### src/rtl/harmonic_pkg.sv
// Shared state encoding, routing modes and limit helper for the harmonic scheduler.
package harmonic_pkg;

  localparam int unsigned STATE_W = 3;

  localparam logic [STATE_W-1:0] ST_INIT      = 3'd0;
  localparam logic [STATE_W-1:0] ST_DISPATCH  = 3'd1;
  localparam logic [STATE_W-1:0] ST_SCALE     = 3'd2;
  localparam logic [STATE_W-1:0] ST_DRAIN     = 3'd3;
  localparam logic [STATE_W-1:0] ST_WAIT_DONE = 3'd4;
  localparam logic [STATE_W-1:0] ST_CAPTURE   = 3'd5;
  localparam logic [STATE_W-1:0] ST_CLEAR     = 3'd6;
  localparam logic [STATE_W-1:0] ST_WAIT_TICK = 3'd7;

  localparam logic [1:0] MODE_RR    = 2'd0;
  localparam logic [1:0] MODE_BCAST = 2'd1;
  localparam logic [1:0] MODE_MONO  = 2'd2;

  // Frame harmonic count: runtime request clipped to the build maximum, never zero.
  function automatic logic [7:0] clamp_limit(input logic [7:0] req, input logic [7:0] max_h);
    logic [7:0] lim;
    lim = (req > max_h) ? max_h : req;
    if (lim == 8'd0) lim = 8'd1;
    return lim;
  endfunction

endpackage

### src/rtl/sample_tick_timer.sv
// Free-running sample-rate timer; tick_c is high on the last count of each interval.
module sample_tick_timer #(
  parameter int unsigned SAMPLE_INTERVAL = 1500
) (
  input  logic i_Clock,
  input  logic i_Reset,
  output logic tick_c
);

  localparam int unsigned CNT_W = (SAMPLE_INTERVAL > 1) ? $clog2(SAMPLE_INTERVAL) : 1;
  localparam logic [CNT_W-1:0] LAST = CNT_W'(SAMPLE_INTERVAL - 1);

  logic [CNT_W-1:0] count;

  // Count 0..SAMPLE_INTERVAL-1 and wrap.
  always_ff @(posedge i_Clock or posedge i_Reset) begin
    if (i_Reset)            count <= '0;
    else if (count == LAST) count <= '0;
    else                    count <= count + CNT_W'(1);
  end

  assign tick_c = (count == LAST);

endmodule

### src/rtl/harmonic_scheduler.sv
// Per-sample frame sequencer: dispatches harmonics to the adders, captures the
// totals and hands them to the DAC on each sample tick.
module harmonic_scheduler
  import harmonic_pkg::*;
#(
  parameter int unsigned NUM_HARMONICS   = 50,
  parameter int unsigned NUM_CHANNELS    = 2,
  parameter int unsigned SAMPLE_INTERVAL = 1500,
  parameter int unsigned ACC_WIDTH       = 32
) (
  input  logic                              i_Clock,
  input  logic                              i_Reset,
  input  logic [1:0]                        i_Mode,
  input  logic [7:0]                        i_Max_Harmonic,
  input  logic                              i_Sample_Ready,
  input  logic                              i_Freq_Too_High,
  input  logic [NUM_CHANNELS-1:0]           i_Adder_Ready,
  input  logic [NUM_CHANNELS*ACC_WIDTH-1:0] i_Adder_Total,
  output logic [7:0]                        o_Harmonic,
  output logic                              o_Next_Sample,
  output logic [NUM_CHANNELS-1:0]           o_Adder_Start,
  output logic                              o_Adder_Clear,
  output logic                              o_Scaler_Start,
  output logic                              o_Scaler_Restart,
  output logic [NUM_CHANNELS*ACC_WIDTH-1:0] o_Sample,
  output logic                              o_Sample_Valid,
  output logic                              o_Overrun,
  output logic [7:0]                        o_Overrun_Count
);

  localparam int unsigned NC = NUM_CHANNELS;
  localparam logic [7:0]  MAX_H = (NUM_HARMONICS > 255) ? 8'd255 : 8'(NUM_HARMONICS);

  logic [STATE_W-1:0] state, state_d;
  logic [1:0]         mode_q, mode_d;
  logic [7:0]         limit_q, limit_d;
  logic [7:0]         harmonic_d, ovr_count_d;
  logic [NC-1:0]      targets_c, start_d;
  logic               ready_ok_c, capture_c, tick_c;
  logic               next_sample_d, clear_d, scaler_start_d, restart_d, valid_d, overrun_d;

  sample_tick_timer #(.SAMPLE_INTERVAL(SAMPLE_INTERVAL)) u_timer (
    .i_Clock (i_Clock),
    .i_Reset (i_Reset),
    .tick_c  (tick_c)
  );

  // Target channels for the current harmonic under the latched routing mode.
  always_comb begin
    targets_c = '0;
    case (mode_q)
      MODE_BCAST: targets_c = '1;
      MODE_MONO:  targets_c = NC'(1);
      default:    targets_c = NC'(1) << (o_Harmonic % 8'(NC));
    endcase
    ready_ok_c = &(i_Adder_Ready | ~targets_c);
  end

  // Next-state and next-output decode.
  always_comb begin
    state_d        = state;
    mode_d         = mode_q;
    limit_d        = limit_q;
    harmonic_d     = o_Harmonic;
    next_sample_d  = 1'b0;
    start_d        = '0;
    clear_d        = 1'b0;
    scaler_start_d = 1'b0;
    restart_d      = 1'b0;
    valid_d        = 1'b0;
    capture_c      = 1'b0;
    overrun_d      = tick_c && (state != ST_WAIT_TICK);
    ovr_count_d    = o_Overrun_Count;
    if (overrun_d && (o_Overrun_Count != 8'hFF)) ovr_count_d = o_Overrun_Count + 8'd1;

    case (state)
      ST_INIT: begin
        mode_d     = ((i_Mode == MODE_BCAST) || (i_Mode == MODE_MONO)) ? i_Mode : MODE_RR;
        limit_d    = clamp_limit(i_Max_Harmonic, MAX_H);
        harmonic_d = 8'd0;
        state_d    = ST_DISPATCH;
      end
      ST_DISPATCH: begin
        if (i_Sample_Ready && ready_ok_c) begin
          next_sample_d = 1'b1;
          start_d       = targets_c;
          harmonic_d    = o_Harmonic + 8'd1;
          state_d       = ((o_Harmonic == limit_q - 8'd1) || i_Freq_Too_High) ? ST_DRAIN : ST_SCALE;
        end
      end
      ST_SCALE: begin
        scaler_start_d = 1'b1;
        state_d        = ST_DISPATCH;
      end
      ST_DRAIN:     state_d = ST_WAIT_DONE;
      ST_WAIT_DONE: if (&i_Adder_Ready) state_d = ST_CAPTURE;
      ST_CAPTURE: begin
        capture_c = 1'b1;
        state_d   = ST_CLEAR;
      end
      ST_CLEAR: begin
        clear_d = 1'b1;
        state_d = ST_WAIT_TICK;
      end
      ST_WAIT_TICK: begin
        if (tick_c) begin
          valid_d   = 1'b1;
          restart_d = 1'b1;
          state_d   = ST_INIT;
        end
      end
      default: state_d = ST_INIT;
    endcase
  end

  // State and per-frame latched configuration.
  always_ff @(posedge i_Clock or posedge i_Reset) begin
    if (i_Reset) begin
      state   <= ST_INIT;
      mode_q  <= MODE_RR;
      limit_q <= 8'd1;
    end else begin
      state   <= state_d;
      mode_q  <= mode_d;
      limit_q <= limit_d;
    end
  end

  // Registered outputs; o_Sample only changes on capture.
  always_ff @(posedge i_Clock or posedge i_Reset) begin
    if (i_Reset) begin
      o_Harmonic       <= '0;
      o_Next_Sample    <= 1'b0;
      o_Adder_Start    <= '0;
      o_Adder_Clear    <= 1'b0;
      o_Scaler_Start   <= 1'b0;
      o_Scaler_Restart <= 1'b0;
      o_Sample         <= '0;
      o_Sample_Valid   <= 1'b0;
      o_Overrun        <= 1'b0;
      o_Overrun_Count  <= '0;
    end else begin
      o_Harmonic       <= harmonic_d;
      o_Next_Sample    <= next_sample_d;
      o_Adder_Start    <= start_d;
      o_Adder_Clear    <= clear_d;
      o_Scaler_Start   <= scaler_start_d;
      o_Scaler_Restart <= restart_d;
      o_Sample_Valid   <= valid_d;
      o_Overrun        <= overrun_d;
      o_Overrun_Count  <= ovr_count_d;
      if (capture_c) o_Sample <= i_Adder_Total;
    end
  end

endmodule

### config.mk
export PLATFORM = sky130hd
export DESIGN_NAME = harmonic_scheduler
export DESIGN_NICKNAME = d
export VERILOG_FILES = /design/src/rtl/harmonic_pkg.sv /design/src/rtl/sample_tick_timer.sv /design/src/rtl/harmonic_scheduler.sv
export SDC_FILE = /design/constraint.sdc
export NUM_CORES = 1
export LEC_CHECK = 0
export ABC_AREA = 1
export CORE_MARGIN = 1
export CORE_UTILIZATION = 25
export DETAILED_ROUTE_END_ITERATION = 8
export PLACE_DENSITY_LB_ADDON = 0.08
export SLEW_MARGIN = 5
export SYNTH_ARGS = -nofsm -noshare
export SYNTH_HDL_FRONTEND = slang
export SYNTH_HIERARCHICAL = 1
export SYNTH_SLANG_ARGS = --single-unit
export TNS_END_PERCENT = 10
### constraint.sdc
create_clock -name i_Clock -period 4.6 [get_ports i_Clock]
set_input_delay 0.92 -clock i_Clock [delete_from_list [all_inputs] [get_ports i_Clock]]
set_output_delay 0.92 -clock i_Clock [all_outputs]
set_load 0.02 [all_outputs]
**The clock network**

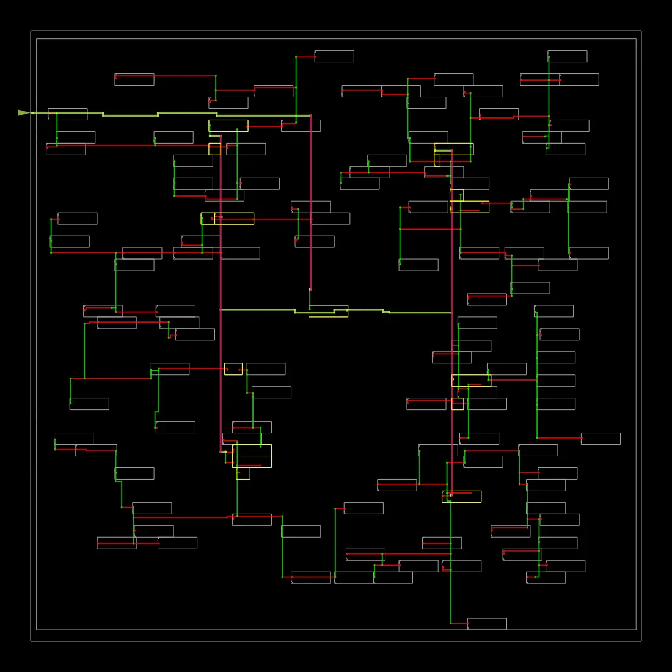
Clock group: 760 µW
clock sinks: 111
Final Skew: 0.00980 ns
total CTS buffers: 9
FF+latch count: 111

**Clock network drawn from the DEF**

(2 px per µm)
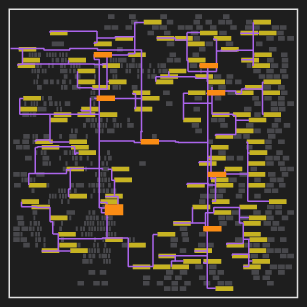
legend:
  purple:
    item: clock wires
    length: 1560 µm
  orange:
    item: cells driving clock nets
    count: 9
  yellow:
    item: flip-flops
    count: 111
routed clock nets: 10
flops lie: all over the die
clock power share: 17.4%
worst-skew pair later-pin latency: 0.35 ns

**Cell area per tile**

(2 px per µm) The die is cut into 14 by 14 equal tiles; white is low, dark blue is high, 0 to 100% covered.
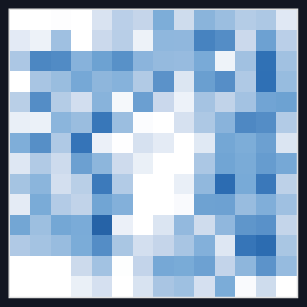
densest ninth of the die: middle right
tiles over 75% full: 1.5%
emptiest ninth of the die: centre
fin util: 36.8%
initial core utilization: 25.6%
core area: 19500 µm²

**Met1 routing**

(2 px per µm) Supply wires on this layer in grey.
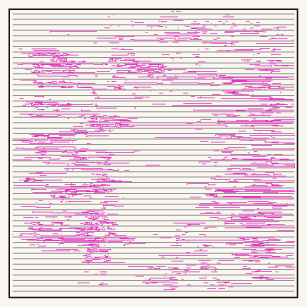
nets with wire on the layer: 632
main direction: horizontal
wire length on this layer: 6130 µm
M1 GR Usage: 17.5%
Vias: 3756
routed wire length: 12700 µm

-- cell families after synthesis --
family / count (synthesis) / synth area share (%)
compound gates: 36 / 4.03
xor+xnor: 13 / 2.28
fa+ha+maj: 5 / 1.25
buf+inv: 65 / 6.48
flops: 111 / 55.6
mux: 64 / 14.4
simple gates: 177 / 15.9
-- cell type report --
type / count / area [µm²] / share of cell area, %
clock inverters: 6 / 52.6 / 0.731
repair buffers: 170 / 1690 / 23.6
clock buffers: 10 / 229 / 3.19
flip-flops and latches: 111 / 2780 / 38.7
inverters: 54 / 205 / 2.86
multi-input cells: 295 / 1900 / 26.4
well taps: 265 / 332 / 4.61
==> run summary <==
run results: most instantiated logic cells after routing clkdlybuf4s50_1, dfrtp_1, nand2_1, Synthesized Nets 556, Final GP Congestion 0.790, reg-to-reg critical path startpoint state[0], Power Total 4370 µW, Relative slew margins 34.0%, Final min period 2.40 ns, count of tool warnings 26, YS chip area 5000 µm², post-synth top area cell dfrtp_1, CP Launch Type flip-flop, metal3 WL 886 µm, gr usage total 12.9%, Post-CTS Setup Bufs 0, # Cells Yosys 471, post-cts resize count 0, Top Consumer combinational cells, share of layout cells above drive strength 1 16.9%, CTS tree done, RSZ-0062 raised after global routing false, Ant. Diodes 0, WL met2 5400 µm, status completed, sequential group share of total power 35.2%, ys async rst share 100%, CP Depth 1, Worst Path Arrival 1.48 ns, buffers added on ports 167, htree depth 3, Worst Slack Setup Final 2.20 ns, Max Slew Vio Count 0, Gate power share 47.4%, Max Freq 418 MHz, FP Rows 51, hold bufs inserted after CTS 0, Clock Tree Buf Depth 2, Worst path slowest cell clkdlybuf4s50_1, worst setup path end o_Harmonic[3], initial antenna violation count 0, Die Y 143 µm, Final Hold Viols 0, Psw 1610 µW, kind of end point of the critical path primary output, max FFs per register 64, DR iter-0 viols 169, hold_ws 0.508 ns, Reg with most FFs o_Sample, Synth cell types 34, Worst path max stage delay 0.65 ns, GR Util met3 2.70%, PwrDens 608 nW/µm², fin crit share 52.1%, placed cells 895, GR peak layer met2, clk root buf clkbuf_16, largest registers o_Sample (64), u_timer/count (11), M1 wire length 6130 µm, highest routed layer met4, chip area 20600 µm², Layout area overhead 43.8%, worst reg-to-reg setup slack 2.48 ns, crit path cell chain clkdlybuf4s50_1, FF-to-FF End o_Sample[24], Ys Warns 6, number of global-route vias before repair 3878, CP Class flip-flop to primary output, vias per cell 4.12, met2 usage 19.8%, Mapped Cells 471, main flop type dfrtp_1, Final setup viols 0, Remaining Overflow, GRT 0, CP top delay family buffers and inverters
Power figures rest on the tool's default switching activity, not on a simulated workload.
